[src/rtl/hdma_engine.sv]
// HDMA block-copy engine: CPU-programmed source/destination, general or hblank-paced
// transfers of BLOCK_BYTES-sized blocks, two bus cycles (read, write) per byte.
module hdma_engine #(
    parameter int unsigned BLOCK_BYTES = 16,
    parameter logic [15:0] REG_BASE    = 16'hFF51,
    parameter logic [15:0] DST_BASE    = 16'h8000
) (
    input  logic        clock,
    input  logic        reset,
    input  logic [15:0] reg_addr,
    input  logic [7:0]  reg_wdata,
    input  logic        reg_re,
    input  logic        reg_we,
    output logic [7:0]  reg_rdata,
    output logic [15:0] dma_addr,
    output logic [7:0]  dma_wdata,
    output logic        dma_re,
    output logic        dma_we,
    input  logic [7:0]  dma_rdata,
    input  logic        hblank,
    output logic        cpu_mem_disable,
    output logic        busy
);
    localparam int unsigned CW = $clog2(BLOCK_BYTES);
    localparam logic [CW-1:0] LAST_BYTE = CW'(BLOCK_BYTES - 1);

    typedef enum logic [1:0] {IDLE, READ, WRITE, HB_WAIT} state_t;

    state_t        state;
    logic [7:0]    src_hi;
    logic [3:0]    src_lo;
    logic [4:0]    dst_hi;
    logic [3:0]    dst_lo;
    logic [15:0]   src;
    logic [12:0]   dst_off;
    logic [CW-1:0] byte_cnt;
    logic [6:0]    blocks_left;
    logic          mode;
    logic          cancel;
    logic          hb_q;

    logic          sel_ctrl, ctrl_wr, cancel_req, hb_rise, last_byte;
    logic [15:0]   src_start, dst_addr, src_next;

    always_comb begin
        sel_ctrl   = (reg_addr == REG_BASE + 16'd4);
        ctrl_wr    = reg_we && sel_ctrl;
        cancel_req = ctrl_wr && !reg_wdata[7] && mode;
        hb_rise    = hblank && !hb_q;
        last_byte  = (byte_cnt == LAST_BYTE);
        src_start  = {src_hi, src_lo, 4'b0};
        src_next   = src + 16'd1;
        dst_addr   = DST_BASE | {3'b0, dst_off};
        reg_rdata  = (reg_re && sel_ctrl) ? {~busy, blocks_left} : 8'h00;
    end

    // Bus outputs are registered: every transition loads the values the new state drives.
    always_ff @(posedge clock) begin
        if (!reset) begin
            state           <= IDLE;
            src_hi          <= '0;
            src_lo          <= '0;
            dst_hi          <= '0;
            dst_lo          <= '0;
            src             <= '0;
            dst_off         <= '0;
            byte_cnt        <= '0;
            blocks_left     <= '1;
            mode            <= 1'b0;
            cancel          <= 1'b0;
            hb_q            <= 1'b0;
            dma_addr        <= '0;
            dma_wdata       <= '0;
            dma_re          <= 1'b0;
            dma_we          <= 1'b0;
            cpu_mem_disable <= 1'b0;
            busy            <= 1'b0;
        end else begin
            hb_q <= hblank;
            case (state)
                IDLE: begin
                    if (reg_we && reg_addr == REG_BASE)         src_hi <= reg_wdata;
                    if (reg_we && reg_addr == REG_BASE + 16'd1) src_lo <= reg_wdata[7:4];
                    if (reg_we && reg_addr == REG_BASE + 16'd2) dst_hi <= reg_wdata[4:0];
                    if (reg_we && reg_addr == REG_BASE + 16'd3) dst_lo <= reg_wdata[7:4];
                    if (ctrl_wr) begin
                        blocks_left <= reg_wdata[6:0];
                        mode        <= reg_wdata[7];
                        cancel      <= 1'b0;
                        src         <= src_start;
                        dst_off     <= {dst_hi, dst_lo, 4'b0};
                        byte_cnt    <= '0;
                        busy        <= 1'b1;
                        if (reg_wdata[7]) begin
                            state <= HB_WAIT;
                        end else begin
                            state           <= READ;
                            dma_addr        <= src_start;
                            dma_re          <= 1'b1;
                            cpu_mem_disable <= 1'b1;
                        end
                    end
                end
                HB_WAIT: begin
                    if (cancel_req) begin
                        state <= IDLE;
                        busy  <= 1'b0;
                    end else if (hb_rise) begin
                        state           <= READ;
                        dma_addr        <= src;
                        dma_re          <= 1'b1;
                        cpu_mem_disable <= 1'b1;
                    end
                end
                READ: begin
                    if (cancel_req) cancel <= 1'b1;
                    state     <= WRITE;
                    dma_addr  <= dst_addr;
                    dma_wdata <= dma_rdata;
                    dma_re    <= 1'b0;
                    dma_we    <= 1'b1;
                end
                WRITE: begin
                    src       <= src_next;
                    dst_off   <= dst_off + 13'd1;
                    byte_cnt  <= byte_cnt + 1'b1;
                    dma_we    <= 1'b0;
                    dma_wdata <= '0;
                    if (!last_byte) begin
                        if (cancel_req) cancel <= 1'b1;
                        state    <= READ;
                        dma_addr <= src_next;
                        dma_re   <= 1'b1;
                    end else if (blocks_left == 7'd0 || cancel || cancel_req) begin
                        if (blocks_left == 7'd0) blocks_left <= '1;
                        state           <= IDLE;
                        dma_addr        <= '0;
                        cpu_mem_disable <= 1'b0;
                        busy            <= 1'b0;
                    end else begin
                        blocks_left <= blocks_left - 7'd1;
                        if (mode) begin
                            state           <= HB_WAIT;
                            dma_addr        <= '0;
                            cpu_mem_disable <= 1'b0;
                        end else begin
                            state    <= READ;
                            dma_addr <= src_next;
                            dma_re   <= 1'b1;
                        end
                    end
                end
                default: state <= IDLE;
            endcase
        end
    end
endmodule

[config.mk]
export PLATFORM = sky130hd
export DESIGN_NAME = hdma_engine
export DESIGN_NICKNAME = d
export VERILOG_FILES = /design/src/rtl/hdma_engine.sv
export SDC_FILE = /design/constraint.sdc
export NUM_CORES = 1
export LEC_CHECK = 0
export CAP_MARGIN = 20
export CELL_PAD_IN_SITES_DETAIL_PLACEMENT = 1
export CELL_PAD_IN_SITES_GLOBAL_PLACEMENT = 1
export CORE_MARGIN = 8
export CORE_UTILIZATION = 44
export DETAILED_ROUTE_END_ITERATION = 16
export PLACE_DENSITY_LB_ADDON = 0.1
export SLEW_MARGIN = 15
export SYNTH_ARGS = -nofsm -noshare
export SYNTH_HDL_FRONTEND = slang
export SYNTH_SLANG_ARGS = --single-unit
[constraint.sdc]
create_clock -name clock -period 5.9 [get_ports clock]
set_input_delay 1.18 -clock clock [delete_from_list [all_inputs] [get_ports clock]]
set_output_delay 1.18 -clock clock [all_outputs]
set_load 0.05 [all_outputs]
**Logic cells by family**

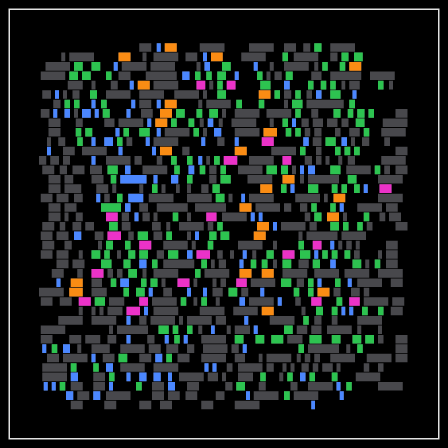
Key: inverting AOI/OAI gates = green [cells 177, most used a21oi_1]; multiplexers = orange [cells 25, most used mux2i_1]; NOR gates = blue [cells 109, most used nor2_1]; AND-OR and OR-AND gates = magenta [cells 21]

**Clock nets**

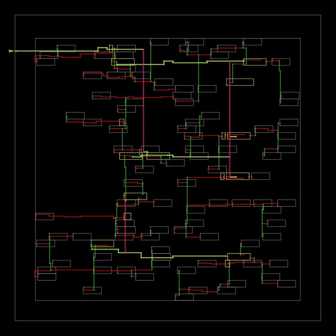
clock network power: 580 uW
clock skew: 5.09 ps
clock sinks: 94

**Floorplan with the power grid**

Pins as bars on the die edge.
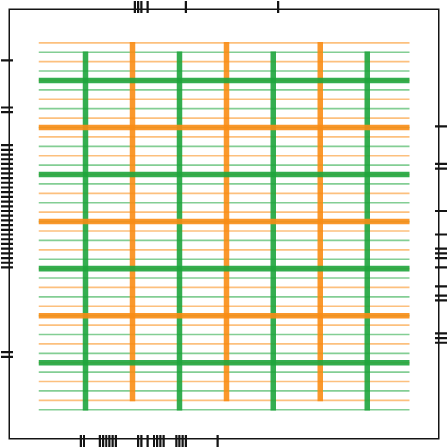
Key: VSS = green; VDD = orange
40 met1 rails follow the rows. The core has 39 rows. 7 straps on met5.
Core ar.: 0.0114 mm2
die span in y: 124 um
maximum VDD drop: 0.279 mV

**Close-up of the layout**

Region (6, 68) to (56, 118) um. Cells in grey, sequential cells in the stronger grey; small squares are vias.
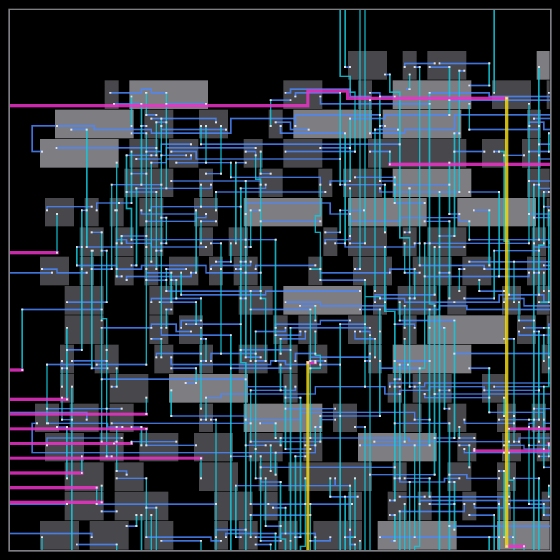
Key: metal 2 = cyan; metal 4 = yellow; metal 3 = magenta; metal 1 = blue
142 logic cells have their middle in the window. Most frequent: nor2_1 (23), dfxtp_1 (18), clkdlybuf4s50_1 (17). Sequential cells in the window: 18. Netlist names of flops here include blocks_left (7), dst_hi (5), dst_lo (2).

==> flow_metrics.tcl <==
# collected from the flow reports
set metrics [dict create \
    status "finished, final reports clean" \
    die_area_mm2 0.0153 \
    synth_warnings 0 \
    buf_share_pct 12.5 \
    endpoint "reg_rdata[2]" \
    num_antenna_cells 0 \
    crit_buf_inv 3 \
    flop-count 94 \
    slew_violations 0 \
    cts_inserted_buffers 9 \
    synth_area_mm2 0.00511 \
    vias 5253 \
    routed.top_layer "met4" \
    detail-route-antenna-nets 0 \
    top_cell "dfxtp_1" \
    r2r_slack_ps 2460 \
    tap_cells 143 \
    min_path_type "reg -> reg" \
    fin_setup_tns_ps 0 \
    cts_resized 0 \
    clk_share_pct 4.60 \
    synthSimpleGateAreaFrac_pct 24.2 \
    cts_tree "done" \
    synthTopLogicFamily "AND-OR/OR-AND gates" \
    grt_util_all_layers_pct 23.3 \
    clk_pin_slew_ps 70 \
    sh_comb_area_pct 47.9 \
    ys_seq_share_pct 36.9 \
    num-clock-buffers 12 \
    dp_hpwl_um 12300 \
    fp_util_pct 44.9 \
    routed-wl-met3_um 1200 \
    htree_levels 3 \
    drt_iter0_drc 364 \
    grt_util_met1_pct 28.4 \
    crit_cells 7 \
    fin_crit_sh_pct 89.1 \
    num-nonclk-inverters 26 \
    grt_pass1_wl_um 28000 \
    r2r-start "state[0]" \
    instances_no_fill 849 \
    crit_top_cell "clkdlybuf4s50_1" \
    slew_headroom_pct 28.8 \
    power_frac_comb_pct 43.4 \
    gr-usage-met2_pct 38.1 \
    dr_wl_met2_um 8120 \
    fin_total_pwr_uw 2380 \
    cp_cell_sequence "clkdlybuf4s50_1 > or4b_4 > or4_1 > nor2_1 > buf_4 > and3_1 > clkdlybuf4s50_1" \
    cts_hold_buf 0 \
    min_to "dst_lo[1]" \
    p_seq_uw 768 \
    cap_viol_max_count 0 \
    synthMuxAreaShare_pct 4.95 \
    drcViolationCount 0 \
    clkPwrFrac_pct 24.4 \
    syn_area_per_cell_um2 7.83 \
    ys_cells 652 \
    holdPathStages 2 \
    grtUsageMet3_pct 5.89 \
    p_sw_share_pct 43.1 \
    layout_setup_ws_ps 646 \
    end_kind "output port" \
    vias_per_cell 6.19 \
    logic_area_mm2 0.00296 \
    grt_pass1_vias 5397 \
    synth_flops 94 \
    pre_cts_slack_ps 658 \
    stdcell_area_mm2 0.00617 \
    wirelength_um 17600 \
    layout_top_cell "dfxtp_1" \
    largest_area_cell "dfxtp_1" \
    power_density_mw_per_mm2 385 \
    utilization_pct 54.3 \
    worstSetupStartpoint "reg_addr[3]" \
    place_congestion 0.812 \
    nFillCells 1391 \
    seqPwrFrac_pct 32.3 \
    top_power_group "combinational cells" \
    max_freq_mhz 190 \
    final_cell_mix "dfxtp_1 (94), nor2_1 (75), clkdlybuf4s50_1 (69)" \
    seq_share_pct 30.5 \
    yosysUniqueCellTypes 68 \
    grt_antenna_before_repair 0 \
    met1_length_um 7790 \
    yosys-stat-area_mm2 0.00511 \
    tightest_slew_ps 1070 \
    grt_max_degree 58 \
    cpPeakStageDelay_ps 810 \
    rsz0062_at_grt "no" \
    power.leakage_uw 0.00216 \
]
Power is estimated from default activity; no workload was simulated.
